**Met2 routing**

Scale bar: 50 um.
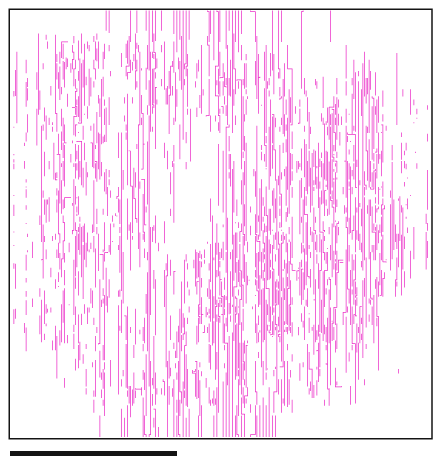
**Where the registers sit**

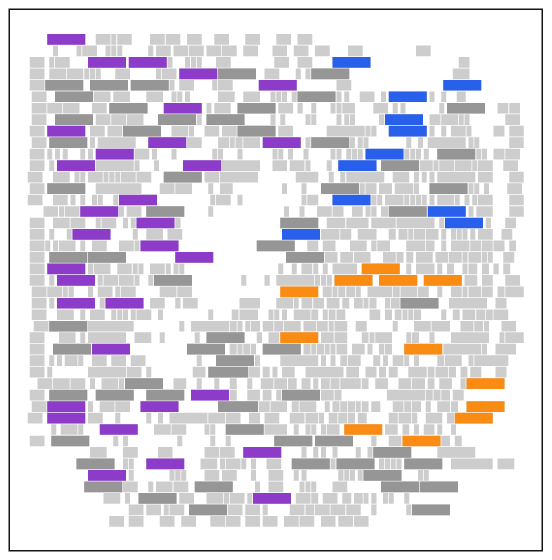
[config.mk]
export PLATFORM = sky130hd
export DESIGN_NAME = onchip_mem_copy_master
export DESIGN_NICKNAME = d
export VERILOG_FILES = /design/src/rtl/onchip_mem_copy_master.sv
export SDC_FILE = /design/constraint.sdc
export NUM_CORES = 1
export LEC_CHECK = 0
export CAP_MARGIN = 5
export CORE_AREA = 4 4 122 124
export DETAILED_ROUTE_END_ITERATION = 8
export DIE_AREA = 0 0 126 128
export GPL_TIMING_DRIVEN = 0
export PLACE_DENSITY = 0.76
export SLEW_MARGIN = 20
export SYNTH_ARGS = -nofsm -noshare
export SYNTH_HDL_FRONTEND = slang
export SYNTH_SLANG_ARGS = --single-unit
[constraint.sdc]
create_clock -name clk_i -period 4 [get_ports clk_i]
set_clock_uncertainty 0.05 [all_clocks]
set_input_delay 1 -clock clk_i [delete_from_list [all_inputs] [get_ports clk_i]]
set_output_delay 1 -clock clk_i [all_outputs]
set_load 0.02 [all_outputs]
[src/rtl/onchip_mem_copy_master.sv]
// Avalon-MM master that copies a block of RAM words or fills a block with a constant.
// One word at a time: read (COPY only), wait fixed read latency, write; addresses wrap.
module onchip_mem_copy_master #(
    parameter int unsigned ADDR_W       = 11,
    parameter int unsigned DATA_W       = 32,
    parameter int unsigned READ_LATENCY = 1
) (
    input  logic                clk_i,
    input  logic                rst_ni,
    input  logic                start_i,
    input  logic                mode_i,
    input  logic [ADDR_W-1:0]   src_addr_i,
    input  logic [ADDR_W-1:0]   dst_addr_i,
    input  logic [ADDR_W:0]     word_count_i,
    input  logic [DATA_W-1:0]   fill_data_i,
    output logic                busy_o,
    output logic                done_o,
    output logic [ADDR_W-1:0]   avm_address_o,
    output logic                avm_chipselect_o,
    output logic                avm_read_o,
    output logic                avm_write_o,
    output logic [DATA_W/8-1:0] avm_byteenable_o,
    output logic [DATA_W-1:0]   avm_writedata_o,
    input  logic [DATA_W-1:0]   avm_readdata_i,
    input  logic                avm_waitrequest_i
);

    typedef enum logic [2:0] {StIdle, StRd, StRdWait, StWr, StDone} state_e;

    localparam logic [1:0]      LatLast = 2'(READ_LATENCY - 1);
    localparam logic [ADDR_W:0] IdxOne  = (ADDR_W + 1)'(1);

    state_e              state_q, state_d;
    logic                mode_q, mode_d;
    logic [ADDR_W-1:0]   src_q, src_d;
    logic [ADDR_W-1:0]   dst_q, dst_d;
    logic [ADDR_W:0]     count_q, count_d;
    logic [ADDR_W:0]     idx_q, idx_d;
    logic [DATA_W-1:0]   fill_q, fill_d;
    logic [DATA_W-1:0]   data_q, data_d;
    logic [1:0]          lat_q, lat_d;
    logic                busy_q, busy_d;
    logic                last_word;

    assign last_word = (idx_q + IdxOne) == count_q;

    always_ff @(posedge clk_i or negedge rst_ni) begin
        if (!rst_ni) begin
            state_q <= StIdle;
            mode_q  <= 1'b0;
            src_q   <= '0;
            dst_q   <= '0;
            count_q <= '0;
            idx_q   <= '0;
            fill_q  <= '0;
            data_q  <= '0;
            lat_q   <= '0;
            busy_q  <= 1'b0;
        end else begin
            state_q <= state_d;
            mode_q  <= mode_d;
            src_q   <= src_d;
            dst_q   <= dst_d;
            count_q <= count_d;
            idx_q   <= idx_d;
            fill_q  <= fill_d;
            data_q  <= data_d;
            lat_q   <= lat_d;
            busy_q  <= busy_d;
        end
    end

    always_comb begin
        state_d = state_q;
        mode_d  = mode_q;
        src_d   = src_q;
        dst_d   = dst_q;
        count_d = count_q;
        idx_d   = idx_q;
        fill_d  = fill_q;
        data_d  = data_q;
        lat_d   = lat_q;
        unique case (state_q)
            StIdle: begin
                if (start_i) begin
                    mode_d  = mode_i;
                    src_d   = src_addr_i;
                    dst_d   = dst_addr_i;
                    count_d = word_count_i;
                    fill_d  = fill_data_i;
                    idx_d   = '0;
                    if (word_count_i == '0) begin
                        state_d = StDone;
                    end else if (mode_i) begin
                        state_d = StWr;
                    end else begin
                        state_d = StRd;
                    end
                end
            end
            StRd: begin
                if (!avm_waitrequest_i) begin
                    lat_d   = '0;
                    state_d = StRdWait;
                end
            end
            StRdWait: begin
                // Read data is valid only in the final latency cycle.
                if (lat_q == LatLast) begin
                    data_d  = avm_readdata_i;
                    state_d = StWr;
                end else begin
                    lat_d = lat_q + 2'd1;
                end
            end
            StWr: begin
                if (!avm_waitrequest_i) begin
                    idx_d = idx_q + IdxOne;
                    if (last_word) begin
                        state_d = StDone;
                    end else if (mode_q) begin
                        state_d = StWr;
                    end else begin
                        state_d = StRd;
                    end
                end
            end
            StDone: state_d = StIdle;
            default: state_d = StIdle;
        endcase
        busy_d = (state_d == StRd) || (state_d == StRdWait) || (state_d == StWr);
    end

    always_comb begin
        avm_read_o      = 1'b0;
        avm_write_o     = 1'b0;
        avm_address_o   = '0;
        avm_writedata_o = '0;
        unique case (state_q)
            StRd: begin
                avm_read_o    = 1'b1;
                avm_address_o = src_q + idx_q[ADDR_W-1:0];
            end
            StWr: begin
                avm_write_o     = 1'b1;
                avm_address_o   = dst_q + idx_q[ADDR_W-1:0];
                avm_writedata_o = mode_q ? fill_q : data_q;
            end
            default: ;
        endcase
    end

    assign avm_chipselect_o = avm_read_o | avm_write_o;
    assign avm_byteenable_o = {(DATA_W / 8){avm_write_o}};
    assign done_o           = (state_q == StDone);
    assign busy_o           = busy_q;

endmodule

==> results.yml <==
# synthesis and place-and-route metrics
run_status:
  status: "complete, but fails checks"
  failed_checks: "negative setup slack"
synth:
  synthMuxAreaShare_pct: 11.5
  yosys_warnings: 0
  aoi_share_pct: 6.58
  ys_cells: 691
  ys_ff: 117
  yosysSeqAreaShare_pct: 48.1
worst_setup_path:
  startpoint: "state_q[2]"
  crit_chain: "nand2b_4 -> inv_4 -> nand2_4 -> buf_6 -> buf_4 -> nand2_4 -> nand2_4 -> ha_4 -> a21o_1 -> a21oi_2 -> o21ai_2 -> a2111o_1 -> a41oi_2 -> xor2_1 -> nor2_1 -> buf_4"
  cp.arrival_ps: 3230
  critPathRequiredTime_ps: 2950
drt:
  drt-pass1-iter-count: 5
  wl_per_cell_um: 16.2
  top_layer_used: "met4"
cts:
  clk_pin_slew_worst_paths_ps: 60
  cts_resized: 76
  htree_num_levels: 4
power_and_ir_drop:
  p_int_mw: 4.28
sta:
  tightest_slew_ps: 934
  final-setup-viol-count: 5
  layout_setup_ws_ps: -283
run:
  maxCapViolations: 0
final_layout:
  layout.area.comb_sq_mm: 0.00312
  inv_count: 11
  final_area_sq_mm: 0.00888
  antennaDiodeCount: 0
  clockBufferCount: 17
die:
  core-area_sq_mm: 0.0138
  fp_util_pct: 44.2
  chipWidth_um: 126
min_path:
  min-delay-start: "src_q[10]"
global_routing:
  grt_use_met1_pct: 26.0
  grt_max_degree: 72
  grt-ovfl-total: 0
About 'met2 routing':
main direction: vertical
share of all routed wire: 50%
longest straight run: 80.9 um

About 'where the registers sit':
| color | name in the netlist | sequential cells |
|---|---|---|
| blue | `dst_q` | 11 |
| purple | `fill_q` | 32 |
| orange | `idx_q` | 12 |
not colored: 62

-- tightest hold or removal path, delay by kind of cell, from the launching register on --
| family | cells | cell delay (ps) |
|---|---|---|
| DFF | 1 | 340 |
| and+or+nand+nor | 2 | 100 |
-- registers in the layout (all words and copies together), names as in the netlist --
name / cells
data_q: 32
fill_q: 32
count_q: 12
idx_q: 12
dst_q: 11
src_q: 11
state_q: 3
lat_q: 2
busy_o: 1
mode_q: 1
-- cell usage in the layout, fill, tap and decap left out, types with 10 or more instances in the layout --
cell type	instances
dfrtp_1	115
mux2_2	33
mux2i_1	33
xnor2_1	10
nand3_1	11
nand2_1	239
buf_4	30
o21ai_0	17
clkdlybuf4s50_1	143
clkbuf_16	17
nor2_1	57
clkbuf_1	24
-- cells in the mapped netlist, types with 2 or more instances --
library cell / instances / share of area (%)
nor2b_1: 3 / 0.31
nand2_1: 246 / 15
a21oi_1: 13 / 1.1
mux2_2: 33 / 6.1
o21ai_0: 21 / 1.7
nand4_1: 4 / 0.41
buf_1: 8 / 0.49
nand3_1: 11 / 0.90
nor3_1: 9 / 0.74
buf_2: 3 / 0.25
o221ai_1: 3 / 0.43
o21ai_1: 6 / 0.49
a31oi_1: 4 / 0.41
mux2i_1: 33 / 5.4
nand3b_1: 3 / 0.37
ha_1: 12 / 2.5
nand2b_1: 3 / 0.31
or3_1: 2 / 0.21
clkbuf_1: 25 / 1.5
o31ai_1: 4 / 0.49
a21o_1: 3 / 0.37
nor3b_1: 2 / 0.25
nor4_1: 4 / 0.41
xor2_1: 9 / 1.3
xnor2_1: 11 / 1.6
inv_1: 10 / 0.62
nor2_1: 57 / 3.5
and3_1: 5 / 0.51
dfrtp_1: 117 / 48
buf_4: 4 / 0.49
and2_1: 2 / 0.21
